Figure 1. Nets reached from selected ports.
Scale bar: 50 um.
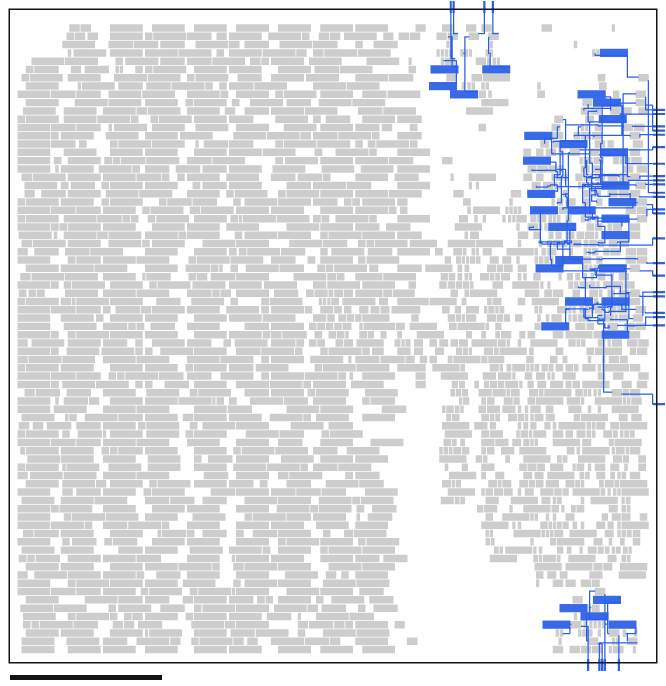
Figure 2. Cell outlines without signal wires.
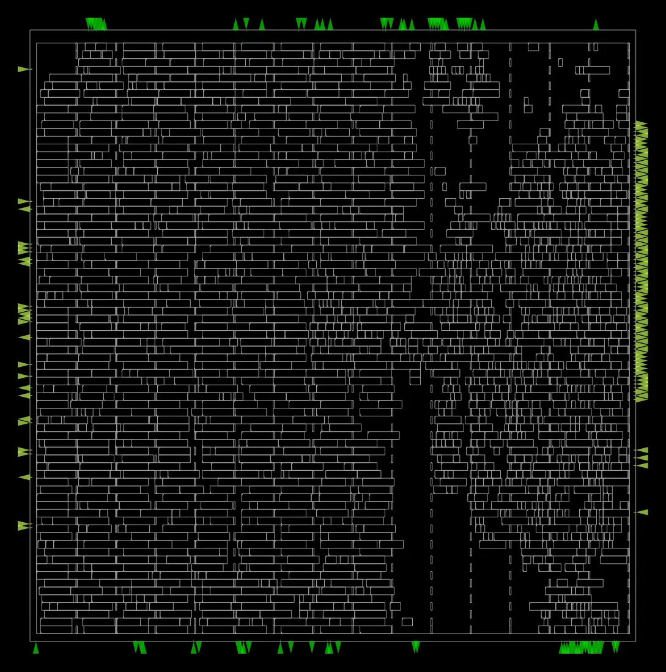
Figure 3. Placement by cell class.
Fill, decap, tap and diode cells in grey.
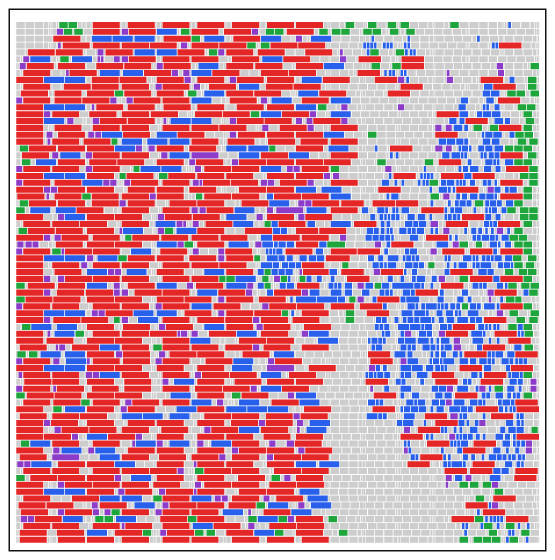
==> src/rtl/dma_pkg.sv <==
// Shared types and helpers for the DMA read/write engines.
package dma_pkg;

  localparam int BURST_BEATS = 256;

  localparam logic [1:0] AXI_RESP_OKAY   = 2'b00;
  localparam logic [1:0] AXI_RESP_EXOKAY = 2'b01;
  localparam logic [1:0] AXI_RESP_SLVERR = 2'b10;
  localparam logic [1:0] AXI_RESP_DECERR = 2'b11;

  typedef enum logic {
    ST_IDLE,
    ST_RUN
  } dma_state_e;

  // Length field of burst idx for a transfer of size+1 beats: every burst is
  // full except the final one, which carries the remainder.
  function automatic logic [7:0] burst_len(input logic [8:0] idx, input logic [15:0] size);
    return (idx == {1'b0, size[15:8]}) ? size[7:0] : 8'hFF;
  endfunction

endpackage

==> src/rtl/dma_sync_fifo.sv <==
// Single-clock first-word-fall-through FIFO; the head is visible on dout
// whenever empty is low. Pushes while full and pops while empty are dropped.
module dma_sync_fifo #(
  parameter int WIDTH = 32,
  parameter int DEPTH = 16
) (
  input  logic             clk,
  input  logic             rst_n,
  input  logic             push,
  input  logic             pop,
  input  logic [WIDTH-1:0] din,
  output logic [WIDTH-1:0] dout,
  output logic             full,
  output logic             empty
);

  localparam int AW = $clog2(DEPTH);
  localparam logic [AW:0] PTR_ONE = {{AW{1'b0}}, 1'b1};

  logic [WIDTH-1:0] mem_q [DEPTH];
  logic [AW:0]      wr_ptr_q, wr_ptr_d;
  logic [AW:0]      rd_ptr_q, rd_ptr_d;
  logic             do_push, do_pop;

  // Extra pointer MSB distinguishes full from empty when the indices match.
  assign empty   = (wr_ptr_q == rd_ptr_q);
  assign full    = (wr_ptr_q[AW] != rd_ptr_q[AW]) && (wr_ptr_q[AW-1:0] == rd_ptr_q[AW-1:0]);
  assign do_push = push && !full;
  assign do_pop  = pop && !empty;
  assign dout    = mem_q[rd_ptr_q[AW-1:0]];

  // Pointer advance for accepted pushes and pops.
  always_comb begin
    wr_ptr_d = do_push ? wr_ptr_q + PTR_ONE : wr_ptr_q;
    rd_ptr_d = do_pop  ? rd_ptr_q + PTR_ONE : rd_ptr_q;
  end

  // Pointer registers.
  always_ff @(posedge clk or negedge rst_n) begin
    if (!rst_n) begin
      wr_ptr_q <= '0;
      rd_ptr_q <= '0;
    end else begin
      wr_ptr_q <= wr_ptr_d;
      rd_ptr_q <= rd_ptr_d;
    end
  end

  // Storage write.
  // NOTE: the data array has no reset; the pointers alone define which entries
  // are valid, and leaving it unreset lets it map onto plain RAM/flops.
  always_ff @(posedge clk) begin
    if (do_push) mem_q[wr_ptr_q[AW-1:0]] <= din;
  end

endmodule

==> src/rtl/dma_wr_engine.sv <==
// DMA write engine: buffers R beats, issues 256-beat AW bursts, streams W with
// WLAST, counts B responses and pulses done when the last response returns.
module dma_wr_engine
  import dma_pkg::*;
#(
  parameter int C_AXI_DATA_WIDTH = 32,
  parameter int FIFO_DEPTH       = 16
) (
  input  logic                          clk,
  input  logic                          rst_n,
  input  logic                          start,
  input  logic [C_AXI_DATA_WIDTH-1:0]   dst_addr,
  input  logic [15:0]                   size,
  output logic                          busy,
  output logic                          done,
  output logic                          err,
  input  logic [C_AXI_DATA_WIDTH-1:0]   M_AXI_RDATA,
  input  logic                          M_AXI_RVALID,
  output logic                          M_AXI_RREADY,
  output logic [C_AXI_DATA_WIDTH-1:0]   M_AXI_AWADDR,
  output logic [7:0]                    M_AXI_AWLEN,
  output logic                          M_AXI_AWVALID,
  input  logic                          M_AXI_AWREADY,
  output logic [C_AXI_DATA_WIDTH-1:0]   M_AXI_WDATA,
  output logic [C_AXI_DATA_WIDTH/8-1:0] M_AXI_WSTRB,
  output logic                          M_AXI_WLAST,
  output logic                          M_AXI_WVALID,
  input  logic                          M_AXI_WREADY,
  input  logic [1:0]                    M_AXI_BRESP,
  input  logic                          M_AXI_BVALID,
  output logic                          M_AXI_BREADY
);

  localparam logic [C_AXI_DATA_WIDTH-1:0] BURST_BYTES =
    C_AXI_DATA_WIDTH'((C_AXI_DATA_WIDTH / 8) * BURST_BEATS);

  dma_state_e                  state_q, state_d;
  logic [C_AXI_DATA_WIDTH-1:0] awaddr_q, awaddr_d;
  logic [15:0]                 size_q, size_d;
  logic [8:0]                  nbursts_q, nbursts_d;
  logic [8:0]                  aw_cnt_q, aw_cnt_d;
  logic [8:0]                  w_burst_q, w_burst_d;
  logic [8:0]                  b_cnt_q, b_cnt_d;
  logic [7:0]                  beat_cnt_q, beat_cnt_d;
  logic                        err_q, err_d;
  logic                        done_q, done_d;

  logic run, aw_hs, w_hs, b_hs, w_last;
  logic fifo_full, fifo_empty;
  logic [C_AXI_DATA_WIDTH-1:0] fifo_dout;

  assign run           = (state_q == ST_RUN);
  assign busy          = run;
  assign done          = done_q;
  assign err           = err_q;

  assign M_AXI_RREADY  = run && !fifo_full;

  assign M_AXI_AWADDR  = awaddr_q;
  assign M_AXI_AWVALID = run && (aw_cnt_q < nbursts_q);
  assign M_AXI_AWLEN   = run ? burst_len(aw_cnt_q, size_q) : 8'h00;
  assign aw_hs         = M_AXI_AWVALID && M_AXI_AWREADY;

  // A W burst may only start once its own AW has been accepted.
  assign M_AXI_WVALID  = run && !fifo_empty && (w_burst_q < aw_cnt_q) && (w_burst_q < nbursts_q);
  assign w_last        = M_AXI_WVALID && (beat_cnt_q == burst_len(w_burst_q, size_q));
  assign M_AXI_WLAST   = w_last;
  assign M_AXI_WDATA   = fifo_dout;
  assign M_AXI_WSTRB   = '1;
  assign w_hs          = M_AXI_WVALID && M_AXI_WREADY;

  assign M_AXI_BREADY  = run;
  assign b_hs          = M_AXI_BVALID && run;

  dma_sync_fifo #(
    .WIDTH (C_AXI_DATA_WIDTH),
    .DEPTH (FIFO_DEPTH)
  ) u_fifo (
    .clk   (clk),
    .rst_n (rst_n),
    .push  (M_AXI_RVALID && M_AXI_RREADY),
    .pop   (w_hs),
    .din   (M_AXI_RDATA),
    .dout  (fifo_dout),
    .full  (fifo_full),
    .empty (fifo_empty)
  );

  // Next-state logic for the transfer FSM and its counters.
  // NOTE: every _d gets its hold value first so no path leaves it unassigned,
  // which would otherwise infer a latch.
  always_comb begin
    state_d    = state_q;
    awaddr_d   = awaddr_q;
    size_d     = size_q;
    nbursts_d  = nbursts_q;
    aw_cnt_d   = aw_cnt_q;
    w_burst_d  = w_burst_q;
    b_cnt_d    = b_cnt_q;
    beat_cnt_d = beat_cnt_q;
    err_d      = err_q;
    done_d     = 1'b0;
    case (state_q)
      ST_IDLE: begin
        if (start) begin
          state_d    = ST_RUN;
          awaddr_d   = dst_addr;
          size_d     = size;
          nbursts_d  = {1'b0, size[15:8]} + 9'd1;
          aw_cnt_d   = '0;
          w_burst_d  = '0;
          b_cnt_d    = '0;
          beat_cnt_d = '0;
          err_d      = 1'b0;
        end
      end
      ST_RUN: begin
        if (aw_hs) begin
          aw_cnt_d = aw_cnt_q + 9'd1;
          awaddr_d = awaddr_q + BURST_BYTES;
        end
        if (w_hs) begin
          if (w_last) begin
            beat_cnt_d = '0;
            w_burst_d  = w_burst_q + 9'd1;
          end else begin
            beat_cnt_d = beat_cnt_q + 8'd1;
          end
        end
        if (b_hs) begin
          b_cnt_d = b_cnt_q + 9'd1;
          if (M_AXI_BRESP == AXI_RESP_SLVERR || M_AXI_BRESP == AXI_RESP_DECERR) err_d = 1'b1;
          if (b_cnt_q + 9'd1 == nbursts_q) begin
            state_d = ST_IDLE;
            done_d  = 1'b1;
          end
        end
      end
      default: state_d = ST_IDLE;
    endcase
  end

  // State and counter registers.
  // NOTE: sequential state uses non-blocking assignment so all registers
  // update together from the pre-edge values.
  always_ff @(posedge clk or negedge rst_n) begin
    if (!rst_n) begin
      state_q    <= ST_IDLE;
      awaddr_q   <= '0;
      size_q     <= '0;
      nbursts_q  <= '0;
      aw_cnt_q   <= '0;
      w_burst_q  <= '0;
      b_cnt_q    <= '0;
      beat_cnt_q <= '0;
      err_q      <= 1'b0;
      done_q     <= 1'b0;
    end else begin
      state_q    <= state_d;
      awaddr_q   <= awaddr_d;
      size_q     <= size_d;
      nbursts_q  <= nbursts_d;
      aw_cnt_q   <= aw_cnt_d;
      w_burst_q  <= w_burst_d;
      b_cnt_q    <= b_cnt_d;
      beat_cnt_q <= beat_cnt_d;
      err_q      <= err_d;
      done_q     <= done_d;
    end
  end

endmodule

==> config.mk <==
export PLATFORM = sky130hd
export DESIGN_NAME = dma_wr_engine
export DESIGN_NICKNAME = d
export VERILOG_FILES = /design/src/rtl/dma_pkg.sv /design/src/rtl/dma_sync_fifo.sv /design/src/rtl/dma_wr_engine.sv
export SDC_FILE = /design/constraint.sdc
export NUM_CORES = 1
export LEC_CHECK = 0
export CAP_MARGIN = 20
export CORE_AREA = 2 2 210 212
export CTS_BUF_LIST = sky130_fd_sc_hd__clkbuf_4
export DETAILED_ROUTE_END_ITERATION = 8
export DIE_AREA = 0 0 212 214
export PLACE_DENSITY = 0.8
export SLEW_MARGIN = 20
export SYNTH_ARGS = -nofsm -noshare
export SYNTH_HDL_FRONTEND = slang
export SYNTH_SLANG_ARGS = --single-unit
==> constraint.sdc <==
create_clock -name clk -period 8.1 [get_ports clk]
set_input_delay 1.215 -clock clk [delete_from_list [all_inputs] [get_ports clk]]
set_output_delay 1.215 -clock clk [all_outputs]
set_load 0.01 [all_outputs]
==> impl_metrics.toml <==
# implementation run metrics
[run_status]
outcome = "finished, final reports clean"

[clocking]
cts_tree = "built"
postCtsSetupBuffers = 0
cts-htree-levels = 4
cts-root-buf = "clkbuf_4"
ctsHoldBuffers = 0
clockBufferDepth = 3
clock_sinks = 617
cts_made_buffers = 153
clk_pin_slew_ps = 60
clk_latency_ps = 960
cts_resized = 0

[routing]
wl_um = 58600
vias_per_cell = 6.12
wl_per_cell_um = 24.2
drt-pass1-iter-count = 8
vias = 14800
ant_nets = 0
drt_first_iter_violations = 1534

[synth]
synth_top_area_share = 0.599
async_flop_share = 0.170
ys_area_sq_mm = 0.0257
synth-edff-count = 512
synthesis.instances = 1457
ff_type = "edfxtp_1"
ys_cells = 1457
yosysTopAreaCell = "edfxtp_1"
ys_types = 59
yosysWarnings = 0
netlist_area_sq_mm = 0.0257
top_cells_by_area = "edfxtp_1 (60%), mux4_2 (14%), dfrtp_1 (10%)"
numSynthFlops = 617
synth.avg_cell_area_sq_um = 17.6
yosysSeqAreaShare = 0.701

[critical_path]
slowest_stage = "dfrtp_4"
max_stage_delay_ps = 1060
cp.arrival_ps = 4400
cp-startpoint = "u_fifo.rd_ptr_q[1]$_DFFE_PN0P_"
crit_chain = "buf_4 > mux4_2 > mux4_2 > clkdlybuf4s50_1"
crit_path_frequent_cell = "mux4_2"
timing.rr.start = "u_fifo.rd_ptr_q[1]$_DFFE_PN0P_"
path_class = "reg2out"
crit_required_ps = 6880
startpoint_type = "register"
path_max_fanout = 67
end_kind = "output pin"

[place]
place.gp.congestion = 0.934
place_area_sq_mm = 0.0280
dpl.hpwl_um = 32900

[final_layout]
fillCellCount = 2680
combGateArea_sq_mm = 0.00730
area_growth_pct = 16.6
register_area_sq_mm = 0.0180
drive_gt1_frac = 0.243
lay_top_count = "edfxtp_1"
final_cell_mix = "edfxtp_1 (512), clkbuf_4 (216), clkdlybuf4s50_1 (166)"
num-nets-final = 1856

[timing]
fmax_mhz = 178
hold_ws_ps = 271
tns_ps = 0
drv_slew = 0
rsz0062_at_grt = "no"
finalHoldViolCount = 0
max-slew-margin-rel = 0.283
tightest_slew_ps = 1080
finalSetupViolCount = 0
min_period_ps = 5620

[grt]
top_usage_layer = "met2"
grt_use_met2 = 0.450
gr-usage-met1 = 0.333
grtUsageMet3 = 0.0698
grt.total_usage = 0.269
gr-total-overflow = 0
grt_max_degree = 68
grt_pass1_wl_um = 89400
antenna_found_initial = 3
grt_pass1_vias = 15400

[die]
die_y_um = 214
die_x_um = 212
chipArea_sq_mm = 0.0454
fp_util = 0.599

[power]
p_per_area_mw_per_mm2 = 341
ir_drop_mv = 0.274
p_leak_nw = 10.7

[flow_run]
tool_warnings = 30
cap_violations = 0

[worst_hold_path]
hp-class = "in2async"
-- Figure 1 (at the start) --
legend:
  M_AXI_AWADDR:
    colour: blue
    bits: 32
    direction: output
    edge: 23 right, 5 bottom, 4 top
    end_cells: 32
    buffers: 32
    wire: 1520 um
Ports: 173
PortBufs: 167

-- Figure 2 (at the start) --
TAP cells: 585
Post-Layout Cell Count: 2424
flop share of the area: 0.602
num rows: 76
flop count: 617

-- Figure 3 (at the start) --
legend:
  clock drivers and dummy loads:
    colour: purple
    cells: 258
  other buffers and delay cells:
    colour: green
    cells: 191
  all other logic:
    colour: blue
    cells: 769
  flops:
    colour: red
    cells: 617
Finished Cell Area: 0.0299 sq mm
area of the core: 0.0429 sq mm
final core occ: 0.698

## critical path, delay by kind of cell, from the launching register on
| family | cells | cell delay, ps |
|---|---|---|
| buffers and inverters | 2 | 1440 |
| flip-flops | 1 | 1060 |
| multiplexers | 2 | 910 |
## registers in the layout (all words and copies together) (netlist names)
| name | cells |
|---|---|
| w_burst_q | 9 |
| done | 1 |
| b_cnt_q | 9 |
| nbursts_q | 9 |
| u_fifo.mem_q | 512 |
| u_fifo.rd_ptr_q | 5 |
| M_AXI_BREADY | 1 |
| size_q | 16 |
| aw_cnt_q | 9 |
| M_AXI_AWADDR | 32 |
| u_fifo.wr_ptr_q | 5 |
| beat_cnt_q | 8 |
| err | 1 |
## per-layer routing
layer  routed length [um]  part of all wire
met1                21900              0.37
met2                29900              0.51
met3                 5080             0.087
met4                 1630             0.028
met5                    0                 0
## worst paths after layout
kind                                                end  slack, ps  cells past startpoint
hold reg to reg             M_AXI_AWADDR[9]$_DFFE_PN0P_        470                      2
setup / recovery                         M_AXI_WDATA[9]       2480                      4
min in group clk            M_AXI_AWADDR[9]$_DFFE_PN0P_        470                      2
hold / removal                   b_cnt_q[4]$_DFFE_PN0P_        270                      1
max in group asynchronous         size_q[0]$_DFFE_PN0P_       6540                      2
setup reg to reg           u_fifo.mem_q[1][2]$_DFFE_PP_       4180                      6
## kinds of logic (layout without fill, tap and decap cells)
kind of cell,after synthesis,in the layout,synth area share
adders and majority gates,35,35,0.0171
xor gates and xnor gates,67,67,0.0229
other,1,8,0.000146
AOI/OAI and AO/OA,133,133,0.0366
muxes,170,170,0.144
and+or+nand+nor,332,332,0.0619
DFF,617,617,0.701
buffers and inverters,102,477,0.0159
## through the flow
stage / worst slack [ps] / instances / total power [mW]
floorplan: 4500 / 1460 / 6.41
global placement: 3410 / 2162 / 7.61
detailed placement: 3440 / 2162 / 7.71
CTS: 2390 / 2420 / 10.3
global route: 2310 / 2423 / 10.7
finish: 2480 / 2424 / 10.2
## report_power, final
part | switching, mW | internal (mW)
clock | 1.21 | 1.36
sequential | 0.427 | 3.91
combinational | 1.58 | 1.73
total | 3.22 | 6.99
## cell type report
type                       instances  share of cell area
sequential                       617               0.602
multi-input combinational        741               0.244
timing repair buffer             191              0.0622
clock buffer                     216              0.0542
tap                              585              0.0244
clock inverter                    42             0.00994
inverter                          28             0.00351
antenna                            4            0.000334
## cells in the mapped netlist (2+ instances only)
library cell and count:
nor3b_1 5, ha_1 35, nand2b_1 5, a311oi_1 3, nor4_1 11, o311a_1 2
a221o_1 9, xnor2_1 30, nor2_1 52, mux4_2 160, a22o_1 2, a22oi_1 2
buf_1 19, o21ai_0 32, buf_4 5, a211oi_1 5, and4_1 2, o31ai_1 6
mux2i_1 9, a21o_1 9, o211ai_1 7, nand2_1 134, a211o_1 7, buf_2 4
and3_1 18, o21a_1 4, inv_1 27, nor3_1 16, and2_1 25, nor2b_1 4
o41ai_1 3, o22ai_1 5, or3_1 3, nand4_1 13, nand3_1 35, edfxtp_1 512
a21oi_1 18, dfrtp_1 105, o32ai_1 5, xor2_1 37, clkbuf_1 45, o2111ai_1 7
or4_1 4
Power is estimated from default activity; no workload was simulated.
